$ cat src/rtl/pipe_stage_elastic.sv
// Elastic pipeline register: STAGES chained main+skid slots with valid/ready.
// Bubbles leave the low CTRL_W payload bits at zero so they never write state.
module pipe_stage_elastic #(
  parameter int DATA_W = 71,
  parameter int CTRL_W = 2,
  parameter int STAGES = 1,
  parameter int OCC_W  = $clog2(2*STAGES+1)
) (
  input  logic              clk,
  input  logic              rst,
  input  logic              flush,
  input  logic              in_valid,
  input  logic [DATA_W-1:0] in_data,
  output logic              in_ready,
  output logic              out_valid,
  output logic [DATA_W-1:0] out_data,
  input  logic              out_ready,
  output logic [OCC_W-1:0]  occupancy
);

  localparam logic [DATA_W-1:0] CMASK =
    {DATA_W{1'b1}} >> (DATA_W - CTRL_W);

  logic [STAGES-1:0] m_valid_q, m_valid_d;
  logic [STAGES-1:0] s_valid_q, s_valid_d;
  logic [DATA_W-1:0] m_data_q [STAGES];
  logic [DATA_W-1:0] m_data_d [STAGES];
  logic [DATA_W-1:0] s_data_q [STAGES];
  logic [DATA_W-1:0] s_data_d [STAGES];
  logic [OCC_W-1:0]  occ_q, occ_d;

  logic [STAGES-1:0] up_valid;
  logic [STAGES-1:0] dn_ready;
  logic [STAGES-1:0] acc;
  logic [STAGES-1:0] pop;
  logic [DATA_W-1:0] up_data [STAGES];

  for (genvar g = 0; g < STAGES; g++) begin : g_link
    if (g == 0) begin : g_first
      assign up_valid[g] = in_valid;
      assign up_data[g]  = in_data;
    end else begin : g_mid
      assign up_valid[g] = m_valid_q[g-1];
      assign up_data[g]  = m_data_q[g-1];
    end
    if (g == STAGES-1) begin : g_last
      assign dn_ready[g] = out_ready;
    end else begin : g_inner
      assign dn_ready[g] = ~s_valid_q[g+1];
    end
    assign acc[g] = up_valid[g] & ~s_valid_q[g];
    assign pop[g] = m_valid_q[g] & dn_ready[g];
  end

  always_comb begin
    m_valid_d = m_valid_q;
    s_valid_d = s_valid_q;
    m_data_d  = m_data_q;
    s_data_d  = s_data_q;
    for (int i = 0; i < STAGES; i++) begin
      if (!m_valid_q[i] || pop[i]) begin
        if (s_valid_q[i]) begin
          m_data_d[i]  = s_data_q[i];
          m_valid_d[i] = 1'b1;
          s_valid_d[i] = 1'b0;
        end else if (acc[i]) begin
          m_data_d[i]  = up_data[i];
          m_valid_d[i] = 1'b1;
        end else begin
          m_valid_d[i] = 1'b0;
        end
      end else if (acc[i]) begin
        s_data_d[i]  = up_data[i];
        s_valid_d[i] = 1'b1;
      end
    end
    occ_d = occ_q + OCC_W'(acc[0]) - OCC_W'(pop[STAGES-1]);
    // flush drops the concurrent input but still lets the head be consumed
    if (flush) begin
      m_valid_d = '0;
      s_valid_d = '0;
      occ_d     = '0;
    end
  end

  always_ff @(posedge clk) begin
    if (rst) begin
      m_valid_q <= '0;
      s_valid_q <= '0;
      occ_q     <= '0;
      m_data_q  <= '{default: '0};
      s_data_q  <= '{default: '0};
    end else begin
      m_valid_q <= m_valid_d;
      s_valid_q <= s_valid_d;
      occ_q     <= occ_d;
      m_data_q  <= m_data_d;
      s_data_q  <= s_data_d;
    end
  end

  assign in_ready  = ~s_valid_q[0];
  assign out_valid = m_valid_q[STAGES-1];
  assign out_data  = m_data_q[STAGES-1] & ~(CMASK & {DATA_W{~out_valid}});
  assign occupancy = occ_q;

endmodule

$ cat config.mk
export PLATFORM = sky130hd
export DESIGN_NAME = pipe_stage_elastic
export DESIGN_NICKNAME = d
export VERILOG_FILES = /design/src/rtl/pipe_stage_elastic.sv
export SDC_FILE = /design/constraint.sdc
export NUM_CORES = 1
export LEC_CHECK = 0
export CAP_MARGIN = 40
export CORE_ASPECT_RATIO = 1.5
export CORE_MARGIN = 5
export CORE_UTILIZATION = 51
export DETAILED_ROUTE_END_ITERATION = 10
export GPL_TIMING_DRIVEN = 0
export PLACE_DENSITY = 0.81
export SLEW_MARGIN = 20
export SYNTH_ARGS = -nofsm -noshare
export SYNTH_HDL_FRONTEND = slang
export SYNTH_SLANG_ARGS = --single-unit
export TNS_END_PERCENT = 20
$ cat constraint.sdc
create_clock -name clk -period 2.5 [get_ports clk]
set_clock_uncertainty 0.2 [all_clocks]
set_input_delay 0.5 -clock clk [delete_from_list [all_inputs] [get_ports clk]]
set_output_delay 0.5 -clock clk [all_outputs]
set_load 0.02 [all_outputs]
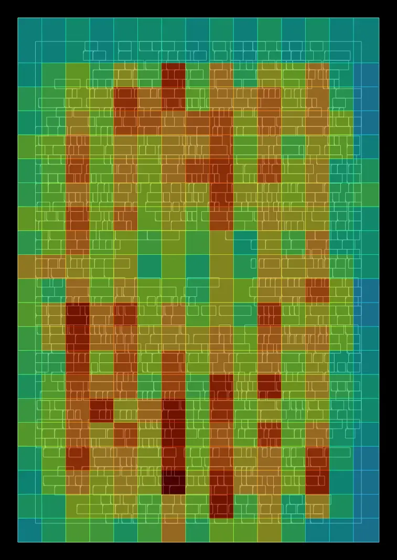
Fig. 1. Congestion heat map.
met3 Use GR: 4.776%
met2 layer usage reported by global route: 38.86%
final routed wire length divided by cell count: 16.08 microns

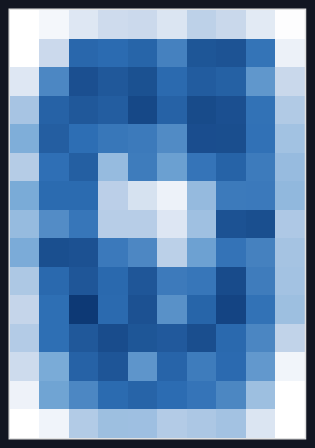
Fig. 2. Cell area per tile.
10 x 15 tiles, from white (low) to dark blue (high), 0 to 100% covered.
mean over tiles = 56%
nearly empty tiles = 4.0%
tiles over 75% full = 35%

==> results.env <==
TIMING.RR.START='s_valid_q'
FINALWEIGHTEDCONGESTION=0.7855
HPWLAFTERDP_MM=12.23
YOSYS-MUX-AREA-FRACTION_PCT=10.52
TIMING.SETUP.TNS_NS=0
CORE_SQ_UM=13020
HOLD_PATH.CLASS='reg -> reg'
CTS_HOLD_BUFFERS=0
PATH_BUFFERS=1
RSZ0062_AT_GRT='false'
TIGHTESTPINTRANSITION_NS=0.7339
TIMING.CRITICAL_PATH.ARRIVAL_NS=1.65
TOPCELLSBYAREA='sky130_fd_sc_hd__dfxtp_1 43%, sky130_fd_sc_hd__a211oi_2 13%, sky130_fd_sc_hd__a21oi_1 11%'
YOSYSTOPAREACELL='sky130_fd_sc_hd__dfxtp_1'
ANTENNA_FOUND_INITIAL=0
SYNTH_SIMPLE_GATE_AREA_SHARE_PCT=9.222
CTS_TREE='yes'
MIN_DELAY_PATH_DEPTH=2
ANTENNA_VIOLATING_NETS_POST_ROUTE=0
ANTENNA_CELLS_INSERTED=0
LARGESTPOWERGROUP='clock'
MAPPEDNETLISTNETS=803
REPORT.FINAL.HOLD_VIOL_COUNT=0
FINALHOLDWORSTSLACK_NS=0.2539
SEQ_CELL_POWER_mW=2.49
VIA_PER_INSTANCE_RATIO=5.275
FLOORPLAN.TAPCELLS=159
LAYOUT.NETS=971
SYNTH_CELLS=725
LAYOUT.AREA.COMB_SQ_UM=2978
MIN_PERIOD_OVER_PERIOD_PCT=93.99
GLOBALROUTEMET1UTIL_PCT=23.64
STDCELL_AREA_SQ_UM=9061
LAY_TOP_COUNT='sky130_fd_sc_hd__clkdlybuf4s50_1'
RUN_STATUS='complete, no violations'
POWER.LEAKAGE_nW=3.200
CP-STARTPOINT='out_valid'
CTS_MAX_LEVEL=4
PWR.GROUP.CLOCK_mW=2.61
RR_WORST_DEPTH=10
GRT_MAX_DEGREE=17
OVERFLOW=0
FLOP_AREA_SQ_UM=2923
MOST_COMMON_REG_CELL='sky130_fd_sc_hd__dfxtp_1'
POWER.SWITCHING_mW=1.498
YS_CELLS=725
NUM-CLOCK-BUFFERS=21
CRIT_FANOUT=7
FMAX_MHz=425.6
DRCVIOLATIONCOUNT=0
MAPPEDNETLISTAREA_SQ_UM=6756
START_KIND='flop'
MET2_WIRELENGTH_MM=8.914
DR_WL_MET3_MICRONS=718
POST_SYNTH_XOR_AREA_FRACTION_PCT=0.2593
IO_BUFFER_COUNT=149
R2R_SLACK_NS=0.43
LAYOUT.CORE_UTILIZATION_PCT=69.61
COUNT_OF_CLOCK_TREE_SINKS=146
POST-CTS-SETUP-BUFFER-COUNT=0
CP.DEPTH=2
NUM_VIAS=5618
POWER_FRAC_SEQ_PCT=41.1
DIE_W_MICRONS=104.0
FLOP-COUNT=146
DRT_PRE_ANTENNA_ITERS=4
SLEW-LIMIT-HEADROOM_PCT=51.07
DETAILEDROUTE.FIRSTITERATIONVIOLATIONS=137
SYNTH_TOP_AREA_SHARE_PCT=43.26
PORTS_PLACED_ON_THE_BOUNDARY=151
DP.CELLS=1033
SYNTH_COMPOUND_GATE_AREA_SHARE_PCT=23.70
COMMON_CELLS='146 x sky130_fd_sc_hd__dfxtp_1, 143 x sky130_fd_sc_hd__nand2_1, 142 x sky130_fd_sc_hd__a21oi_1, 71 x sky130_fd_sc_hd__mux2i_1, 70 x sky130_fd_sc_hd__a211oi_2'
NUM-NONCLK-BUFFERS=282
POWER.DENSITY_nW_PER_UM2=669.3
CLK_PIN_SLEW_NS=0.06
CRITICAL_PATH_CAPTURE_POINT='out_data[1]'
FINAL_MAX_SLEW_VIOL_COUNT=0
